==> config.mk <==
export PLATFORM = sky130hd
export DESIGN_NAME = config_loader
export DESIGN_NICKNAME = d
export VERILOG_FILES = /design/src/rtl/config_pkg.sv /design/src/rtl/cfg_strobe_decode.sv /design/src/rtl/config_loader.sv
export SDC_FILE = /design/constraint.sdc
export NUM_CORES = 1
export LEC_CHECK = 0
export ABC_CLOCK_PERIOD_IN_PS = 6200
export CAP_MARGIN = 20
export CORE_ASPECT_RATIO = 1.2
export CORE_MARGIN = 3
export CORE_UTILIZATION = 48
export DETAILED_ROUTE_END_ITERATION = 8
export PLACE_DENSITY = 0.74
export SETUP_SLACK_MARGIN = 0.5
export SLEW_MARGIN = 40
export SYNTH_ARGS = -nofsm -noshare
export SYNTH_HDL_FRONTEND = slang
export SYNTH_HIERARCHICAL = 1
export SYNTH_SLANG_ARGS = --single-unit
==> constraint.sdc <==
create_clock -name clk -period 6.2 [get_ports clk]
set_input_delay 0.62 -clock clk [delete_from_list [all_inputs] [get_ports clk]]
set_output_delay 0.62 -clock clk [all_outputs]
set_load 0.02 [all_outputs]
==> src/rtl/config_pkg.sv <==
// rtl/config_pkg.sv - shared widths, FSM state encoding and broadcast default for the config loader
package config_pkg;
  localparam int CFG_WORD_W     = 32;
  localparam int CFG_BYTE_W     = 8;
  localparam int BCAST_ADDR_DEF = 255;

  typedef enum logic [1:0] {
    IDLE   = 2'd0,
    DATA   = 2'd1,
    CHK    = 2'd2,
    COMMIT = 2'd3
  } cfg_state_e;
endpackage

==> src/rtl/cfg_strobe_decode.sv <==
// rtl/cfg_strobe_decode.sv - frame address to one-hot / all-ones tile write-enable vector
// addr_ok is set for in-range tile addresses and for the broadcast address.
module cfg_strobe_decode
  import config_pkg::*;
#(
  parameter int NUM_TILES  = 16,
  parameter int BCAST_ADDR = BCAST_ADDR_DEF
) (
  input  logic [CFG_BYTE_W-1:0] addr,
  output logic [NUM_TILES-1:0]  en,
  output logic                  addr_ok
);

  always_comb begin
    en = '0;
    if (addr == CFG_BYTE_W'(BCAST_ADDR)) begin
      en = '1;
    end else begin
      for (int i = 0; i < NUM_TILES; i++) begin
        if (addr == CFG_BYTE_W'(i)) en[i] = 1'b1;
      end
    end
    addr_ok = |en;
  end

endmodule

==> src/rtl/config_loader.sv <==
// rtl/config_loader.sv - host byte stream to framed 32-bit tile config writes with per-tile strobe
// Optional trailing XOR checksum byte is enabled by defining CFG_CHECKSUM_EN.
module config_loader
  import config_pkg::*;
#(
  parameter int NUM_TILES  = 16,
  parameter int BCAST_ADDR = BCAST_ADDR_DEF
) (
  input  logic                  clk,
  input  logic                  reset,
  input  logic                  in_valid,
  output logic                  in_ready,
  input  logic [CFG_BYTE_W-1:0] in_data,
  input  logic                  cfg_abort,
  output logic [CFG_WORD_W-1:0] config_data,
  output logic [NUM_TILES-1:0]  config_en,
  output logic                  busy,
  output logic [15:0]           frame_count,
  output logic [7:0]            err_count
);

  cfg_state_e              state_q, state_d;
  logic [1:0]              cnt_q, cnt_d;
  logic [CFG_BYTE_W-1:0]   addr_q, addr_d;
  logic [CFG_WORD_W-1:0]   word_q, word_d;
  logic [CFG_WORD_W-1:0]   data_q, data_d;
  logic [NUM_TILES-1:0]    en_q, en_d;
  logic [15:0]             fc_q, fc_d;
  logic [7:0]              ec_q, ec_d;
  logic [NUM_TILES-1:0]    dec_en;
  logic                    dec_ok;
  logic                    chk_ok;
  logic                    accept;

  assign in_ready    = (state_q != COMMIT);
  assign accept      = in_valid && in_ready;
  assign busy        = (state_q != IDLE);
  assign config_data = data_q;
  assign config_en   = en_q;
  assign frame_count = fc_q;
  assign err_count   = ec_q;

  cfg_strobe_decode #(
    .NUM_TILES (NUM_TILES),
    .BCAST_ADDR(BCAST_ADDR)
  ) u_decode (
    .addr   (addr_q),
    .en     (dec_en),
    .addr_ok(dec_ok)
  );

`ifdef CFG_CHECKSUM_EN
  // Running XOR over ADDR..CHK; a consistent frame leaves zero.
  logic [CFG_BYTE_W-1:0] chk_q, chk_d;

  always_comb begin
    chk_d = chk_q;
    if (accept) chk_d = (state_q == IDLE) ? in_data : (chk_q ^ in_data);
  end

  always_ff @(posedge clk or negedge reset) begin
    if (!reset) chk_q <= '0;
    else        chk_q <= chk_d;
  end

  assign chk_ok = (chk_q == '0);
`else
  assign chk_ok = 1'b1;
`endif

  always_comb begin
    state_d = state_q;
    cnt_d   = cnt_q;
    addr_d  = addr_q;
    word_d  = word_q;
    data_d  = data_q;
    en_d    = '0;
    fc_d    = fc_q;
    ec_d    = ec_q;
    case (state_q)
      IDLE: if (accept) begin
        addr_d  = in_data;
        cnt_d   = '0;
        state_d = DATA;
      end
      DATA: if (accept) begin
        word_d = {in_data, word_q[CFG_WORD_W-1:CFG_BYTE_W]};
        cnt_d  = cnt_q + 2'd1;
`ifdef CFG_CHECKSUM_EN
        if (cnt_q == 2'd3) state_d = CHK;
`else
        if (cnt_q == 2'd3) state_d = COMMIT;
`endif
      end
      CHK: if (accept) state_d = COMMIT;
      COMMIT: begin
        if (dec_ok && chk_ok) begin
          data_d = word_q;
          en_d   = dec_en;
          fc_d   = fc_q + 16'd1;
        end else if (ec_q != 8'hFF) begin
          ec_d = ec_q + 8'd1;
        end
        state_d = IDLE;
      end
      default: state_d = IDLE;
    endcase
    // Abort never cancels a commit already in progress; it only rewinds framing.
    if (cfg_abort) begin
      state_d = IDLE;
      cnt_d   = '0;
    end
  end

  always_ff @(posedge clk or negedge reset) begin
    if (!reset) begin
      state_q <= IDLE;
      cnt_q   <= '0;
      addr_q  <= '0;
      word_q  <= '0;
      data_q  <= '0;
      en_q    <= '0;
      fc_q    <= '0;
      ec_q    <= '0;
    end else begin
      state_q <= state_d;
      cnt_q   <= cnt_d;
      addr_q  <= addr_d;
      word_q  <= word_d;
      data_q  <= data_d;
      en_q    <= en_d;
      fc_q    <= fc_d;
      ec_q    <= ec_d;
    end
  end

endmodule

Run 1, gate-type map:
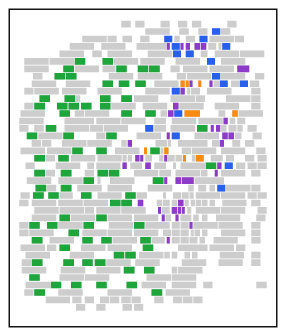
family	colour	cells
nand cells	purple	39
xor and xnor cells	blue	17
mux cells	green	76
nor cells	orange	9

Run 1, placed cells, one colour a class:
Scale bar: 20 um. Fill, decap, tap and diode cells in grey.
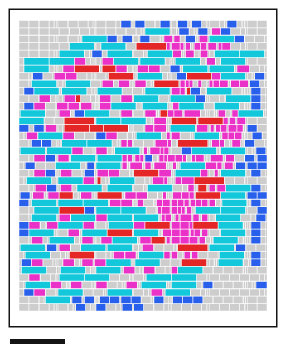
class	colour	cells	share of their area
remaining buffers and delay cells	blue	87	14%
registers	cyan	116	47%
remaining logic cells	magenta	213	29%
clock drivers and dummy loads	red	31	11%

Run 1, cells by drive strength:
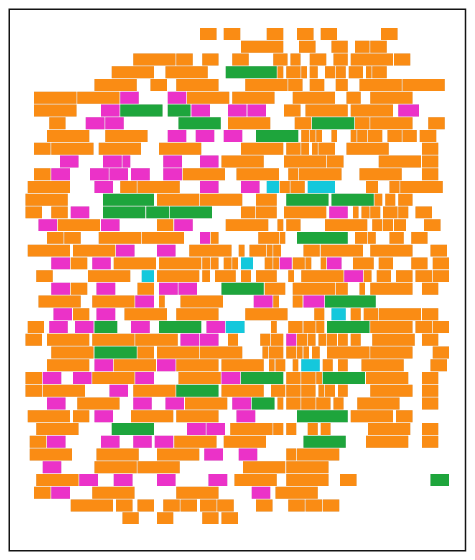
size	colour	cells	share
x3 and x4	cyan	7	1.6%
x1 and smaller	orange	331	74%
x6 and larger	green	27	6.0%
x2	magenta	82	18%

==> flow_metrics.env, run 1 <==
# implementation run metrics
export IMPL_status="finished clean"
export IMPL_critPathRequiredTime_ns=6.48
export IMPL_ir_drop_uv=340
export IMPL_worstSetupEndpointType="flop"
export IMPL_cellInternalPower_uw=2130
export IMPL_synth_area_um2=4780
export IMPL_dp_cells=539
export IMPL_drv_cap=0
export IMPL_inverters=7
export IMPL_clockBufferDepth=2
export IMPL_routed_via_density=5.19
export IMPL_crit_chain="nand2_1 > or3_1 > nand2_1 > and2_2 > mux2_2"
export IMPL_wl_met1_um=4070
export IMPL_grt_start_max_net_pins=69
export IMPL_gp_congestion=0.832
export IMPL_clk_pin_slew_ns=0.05
export IMPL_setup_tns_ns=0
export IMPL_diodes=0
export IMPL_powerComb_uw=737
export IMPL_crit_fanout=25
export IMPL_clkPwrFrac=0.361
export IMPL_seqCellArea_um2=2900
export IMPL_ys_cells=346
export IMPL_cts_buffers=17
export IMPL_portBuffers=85
export IMPL_seqAreaFraction=0.455
export IMPL_taps=123
export IMPL_grt_first_pass_wirelength_um=15500
export IMPL_ff_type="dfrtp_1"
export IMPL_yosys_warnings=6
export IMPL_detail_route_antenna_nets=0
export IMPL_critPathLaunch="addr_q[3]"
export IMPL_die_w_um=97.1
export IMPL_slowest_delay_ns=0.62
export IMPL_yosys_area_top_type="dfrtp_1"
export IMPL_dr_pass1_iters=5
export IMPL_reg2reg_from="addr_q[3]"
export IMPL_top_layer="met4"
export IMPL_powerSeq_uw=1160
export IMPL_wl_per_cell_um=15.9
export IMPL_synth_cells=346
export IMPL_p_leak_uw=0.00297
export IMPL_ios=86
export IMPL_grtUsageTotal=0.175
export IMPL_clkbuf_count=23
export IMPL_multi_input_comb_cells=206
export IMPL_cp_buffers_inverters=0
export IMPL_dominant_cells="registers"
export IMPL_report_final_slew_viol_count=0
export IMPL_n_all_buffers=87
export IMPL_max_slew_margin_rel=0.584
export IMPL_power_frac_seq=0.390
export IMPL_power_frac_comb=0.249
export IMPL_fp_util=0.497
export IMPL_min_period_ns=2.86
export IMPL_buffer_area_frac=0.136
export IMPL_rows=39
export IMPL_power_density_nw_per_um2=465
export IMPL_hold_buffers=0
export IMPL_fin_area_um2=6370
export IMPL_crit_type="reg2reg"
export IMPL_chip_area_um2=11200
export IMPL_vias=2957
export IMPL_synthArstFlopShare=1.00
export IMPL_core_area_um2=9610
export IMPL_crit_top_cell="nand2_1"
export IMPL_clk_share=0.103
export IMPL_synth_top_cell_area_share=0.607
export IMPL_fmaxAchievable_mhz=350
export IMPL_syn_avg_cell_area_um2=13.8
export IMPL_swShare=0.281
export IMPL_top_cells_by_area="dfrtp_1 (61%), mux2_2 (18%), xnor2_1 (2.4%)"
export IMPL_place_area_um2=5710
export IMPL_cts_htree_levels=4
export IMPL_place_ws_ns=3.38
export IMPL_cts_tree="yes"
export IMPL_synth_edff_count=0
export IMPL_startpoint_type="flop"
export IMPL_synth_area_yosys_um2=4780
export IMPL_maxPowerGroup="sequential cells"
export IMPL_wl_met3_um=554
export IMPL_dpl_hpwl_um=6110
export IMPL_postCtsSetupBuffers=0
export IMPL_nets=454
export IMPL_worst_slack_ns=3.34
export IMPL_ys_flops=116
export IMPL_ys_types=39
export IMPL_finalCritPeriodShare=0.461
export IMPL_worst_pin_slew_ns=0.625
export IMPL_comb_area_frac=0.277
export IMPL_postRouteWirelength_um=9050
export IMPL_log_warning_count=29
export IMPL_rsz0062_at_grt="false"
export IMPL_synth_seq_share=0.607
export IMPL_die_h_um=115
export IMPL_grt_overflow=0
export IMPL_layout_drive_gt1_share=0.260
export IMPL_dr_wl_met2_um=4340
export IMPL_drc_errors=0
export IMPL_nFillCells=707
export IMPL_antenna_found_initial=0
export IMPL_setup_viol_count_final=0
export IMPL_p_sw_uw=833
export IMPL_fp_nets=365
export IMPL_grt_pass1_vias=3078
export IMPL_hold_viol=0
export IMPL_final_cells=570
export IMPL_p_clk_uw=1070
export IMPL_hp_class="in2async"
export IMPL_ctsRootBufferMaster="clkbuf_16"
-- run 1: layout by cell type, fill, tap and decap left out, types with 9 or more instances in the layout --
| cell | netlist | final |
|---|---|---|
| clkbuf_16 | 0 | 17 |
| mux2_2 | 75 | 75 |
| clkdlybuf4s50_1 | 0 | 84 |
| xnor2_1 | 13 | 13 |
| dfrtp_1 | 116 | 116 |
| nand3_1 | 9 | 9 |
| o41ai_1 | 10 | 10 |
| nand2_1 | 17 | 17 |
| and3_1 | 18 | 18 |
-- run 1: layer usage --
metal	track usage	up-vias
li1	-	1420
met5	0	-
met3	0.0661	6
met1	0.226	1447
met4	0.0655	0
met2	0.271	84
-- run 1: Yosys cell counts (all sizes together), types with 5 or more instances --
cell type / n
nand2: 17
nand3: 9
o41ai: 10
xnor2: 13
dfrtp: 116
inv: 7
buf: 12
clkbuf: 5
mux2: 75
nand4: 9
ha: 7
and3: 18
-- run 1: sequential cells by signal (all words and copies together) (netlist names) --
name / flops
word_q: 32
config_en: 16
cnt_q: 2
err_count: 8
frame_count: 16
addr_q: 8
config_data: 32
state_q: 2
-- run 1: logic make-up after synthesis --
logic type,after synthesis,synth area share
AOI/OAI and AO/OA,26,0.0398
xor gates and xnor gates,17,0.0312
adders and majority gates,7,0.0183
buffers and inverters,24,0.0233
and+or+nand+nor,80,0.101
DFF,116,0.607
muxes,76,0.179
-- run 1: worst paths after layout --
kind                              endpoint  slack, ns  depth (start not counted)
max                        config_data[18]       3.34                          5
min                           config_en[6]       0.20                          1
max reg2reg                config_data[18]       3.34                          5
min reg2reg                frame_count[15]       0.47                          1
max in group asynchronous        addr_q[3]       4.94                          2
min in group clk           frame_count[15]       0.47                          1
## Run 2: what changed since run 1
--- a/config.mk
+++ b/config.mk
@@ -5,7 +5,7 @@
 export SDC_FILE = /design/constraint.sdc
 export NUM_CORES = 1
 export LEC_CHECK = 0
-export ABC_CLOCK_PERIOD_IN_PS = 6200
+export ABC_CLOCK_PERIOD_IN_PS = 2700
 export CAP_MARGIN = 20
 export CORE_ASPECT_RATIO = 1.2
 export CORE_MARGIN = 3
==> constraint.sdc (replaced) <==
create_clock -name clk -period 2.7 [get_ports clk]
set_input_delay 0.27 -clock clk [delete_from_list [all_inputs] [get_ports clk]]
set_output_delay 0.27 -clock clk [all_outputs]
set_load 0.02 [all_outputs]
Run 2, metal 2:
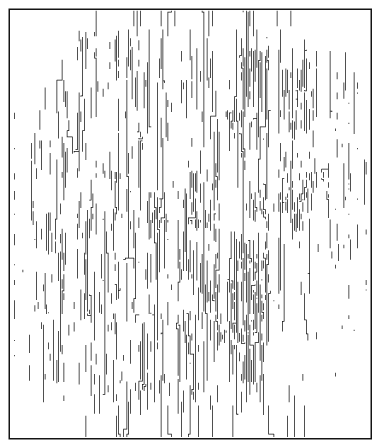
longest straight run	49.3 um
share of all routed wire	48%
main direction	vertical
nets with wire on the layer	426

==> run 2 against run 1 <==
Against the previous run: worst setup slack got worse by 2.8 ns; core utilization increased by 1.1 points; worst hold slack improved by 0.21 ns; total power grew 120%; global-route usage about the same; register-to-register slack lost 2.8 ns; non-clock buffer count increased by 17; largest power group unchanged; highest routed layer unchanged.
==> flow_metrics.env, run 2 <==
# implementation run metrics
export IMPL_hp_class="in2async"
export IMPL_chip_area_um2=11200
export IMPL_worstPathArrival_ns=2.44
export IMPL_cts_buffers=17
export IMPL_place_ws_ns=0.354
export IMPL_dpl_hpwl_um=6090
export IMPL_fp_nets=365
export IMPL_clockBufferDepth=2
export IMPL_use_met2=0.269
export IMPL_worstSetupEndpointType="flop"
export IMPL_whs_ns=0.410
export IMPL_totalPowerFinal_uw=6640
export IMPL_clk_pin_slew_ns=0.05
export IMPL_yosys_warnings=6
export IMPL_area_growth_pct=35.7
export IMPL_clk_latency_ns=0.40
export IMPL_hold_viol=0
export IMPL_synth_seq_share=0.607
export IMPL_die_h_um=115
export IMPL_core_area_um2=9610
export IMPL_ios=86
export IMPL_nets=472
export IMPL_syn_avg_cell_area_um2=13.8
export IMPL_postRouteWirelength_um=9310
export IMPL_finalCritPeriodShare=0.797
export IMPL_crit_chain="or4_4 > nand2_8 > nand4_4 > nor3_4 > or3b_4 > xnor2_1"
export IMPL_slowest_delay_ns=0.62
export IMPL_crit_type="reg2reg"
export IMPL_ys_cells=346
export IMPL_critPathRequiredTime_ns=2.99
export IMPL_grt_start_max_net_pins=50
export IMPL_ff_type="dfrtp_1"
export IMPL_worst_slack_ns=0.548
export IMPL_synth_cells=346
export IMPL_fmaxAchievable_mhz=465
export IMPL_fp_util=0.497
export IMPL_ir_drop_uv=613
export IMPL_fin_worst_skew_ns=0.00576
export IMPL_synth_area_yosys_um2=4780
export IMPL_log_warning_count=30
export IMPL_top_usage_layer="met2"
export IMPL_wl_met1_um=4080
export IMPL_gr_usage_met3=0.0704
export IMPL_grtUsageTotal=0.174
export IMPL_drv_cap=0
export IMPL_p_leak_uw=0.00303
export IMPL_wl_met3_um=635
export IMPL_final_layout_top_logic_cell="dfrtp_1"
export IMPL_gp_congestion=0.758
export IMPL_grt_overflow=0
export IMPL_nFillCells=701
export IMPL_antenna_found_initial=0
export IMPL_synth_top_cell_area_share=0.607
export IMPL_grt_pass1_vias=3130
export IMPL_setup_tns_ns=0
export IMPL_rows=39
export IMPL_report_final_slew_viol_count=0
export IMPL_status="finished clean"
export IMPL_detail_route_antenna_nets=0
export IMPL_hold_buffers=1
export IMPL_most_common_cell="dfrtp_1"
export IMPL_ys_types=39
export IMPL_min_period_ns=2.15
export IMPL_dr_pass1_iters=5
export IMPL_power_density_nw_per_um2=1020
export IMPL_crit_family="simple AND/OR/NAND/NOR gates"
export IMPL_max_slew_margin_rel=0.599
export IMPL_synth_edff_count=0
export IMPL_cts_tree="yes"
export IMPL_cp_buffers_inverters=0
export IMPL_reg2reg_from="addr_q[6]"
export IMPL_cts_sinks=116
export IMPL_top_layer="met4"
export IMPL_startpoint_type="flop"
export IMPL_r2r_end="frame_count[15]"
export IMPL_diodes=0
export IMPL_r2r_slack_ns=0.55
export IMPL_portBuffers=85
export IMPL_wl_per_cell_um=15.9
export IMPL_setup_viol_count_final=0
export IMPL_cts_resized=7
export IMPL_critPathSlowestCell="or4_4"
export IMPL_postCtsSetupBuffers=0
export IMPL_final_util=0.674
export IMPL_layout_drive_gt1_share=0.295
export IMPL_worst_pin_slew_ns=0.600
export IMPL_grt_first_pass_wirelength_um=15200
export IMPL_vias=3120
export IMPL_ys_flops=116
export IMPL_top_cells_by_area="dfrtp_1 (61%), mux2_2 (18%), xnor2_1 (2.4%)"
export IMPL_reg2reg_depth=6
export IMPL_dr_wl_met2_um=4480
export IMPL_drt_iter0_markers=137
export IMPL_rsz0062_at_grt="false"
export IMPL_drc_errors=0
export IMPL_yosys_area_top_type="dfrtp_1"
export IMPL_ctsRootBufferMaster="clkbuf_16"
export IMPL_die_w_um=97.1
export IMPL_routed_via_density=5.32
export IMPL_synth_area_um2=4780
export IMPL_final_cell_mix="dfrtp_1 (112), clkdlybuf4s50_1 (83), mux2_2 (75)"
export IMPL_crit_fanout=8
export IMPL_cts_htree_levels=4
export IMPL_ys_top_cells_by_count="dfrtp_1 (116), mux2_2 (75), and3_1 (18), nand2_1 (17), xnor2_1 (13)"
export IMPL_synthArstFlopShare=1.00
export IMPL_met1_usage=0.222
==> run 2: layout make-up <==
| cell class | count | area (um^2) | share of cell area |
|---|---|---|---|
| clock buffer | 26 | 509 | 0.0786 |
| clock inverter | 4 | 70.1 | 0.0108 |
| inverter | 7 | 26.3 | 0.00405 |
| multi-input combinational | 207 | 1810 | 0.279 |
| sequential | 116 | 2910 | 0.449 |
| tap | 123 | 154 | 0.0237 |
| timing repair buffer | 104 | 1000 | 0.155 |
==> run 2: cells by family (layout without fill, tap and decap cells) <==
| logic type | count (synthesis) | count (layout) | synth area share |
|---|---|---|---|
| adders and majority gates | 7 | 7 | 0.0183 |
| muxes | 76 | 76 | 0.179 |
| and+or+nand+nor | 80 | 81 | 0.101 |
| xor gates and xnor gates | 17 | 17 | 0.0312 |
| buffers and inverters | 24 | 141 | 0.0233 |
| DFF | 116 | 116 | 0.607 |
| AOI/OAI and AO/OA | 26 | 26 | 0.0398 |
==> run 2: how the worst max path moves through the flow <==
stage                         start               to  slack, ns  cells after the start
after floorplan           addr_q[3]  config_data[14]       0.51                     11
after global placement    addr_q[3]  config_data[30]       0.43                      6
after detailed placement  addr_q[3]  config_data[25]       0.35                      6
after CTS                 addr_q[5]  frame_count[15]       0.48                      6
after global routing      addr_q[2]  frame_count[15]       0.46                      7
final                     addr_q[6]  frame_count[15]       0.55                      6
==> run 2: power by group <==
group	internal (uW)	switching (uW)	leakage [uW]	total, uW
registers	2260	407	0.00152	2670
clock network	1460	702	0.000286	2170
logic	985	820	0.00123	1810
total	4710	1930	0.00303	6640
==> run 2: per-stage QoR <==
step	area, um^2	cells
2_1_floorplan	4820	346
3_3_place_gp	5770	544
4_1_cts	6370	575
5_1_grt	6480	587
6_report	6480	587
3_5_place_dp	5770	544
Power is estimated from default activity; no workload was simulated.
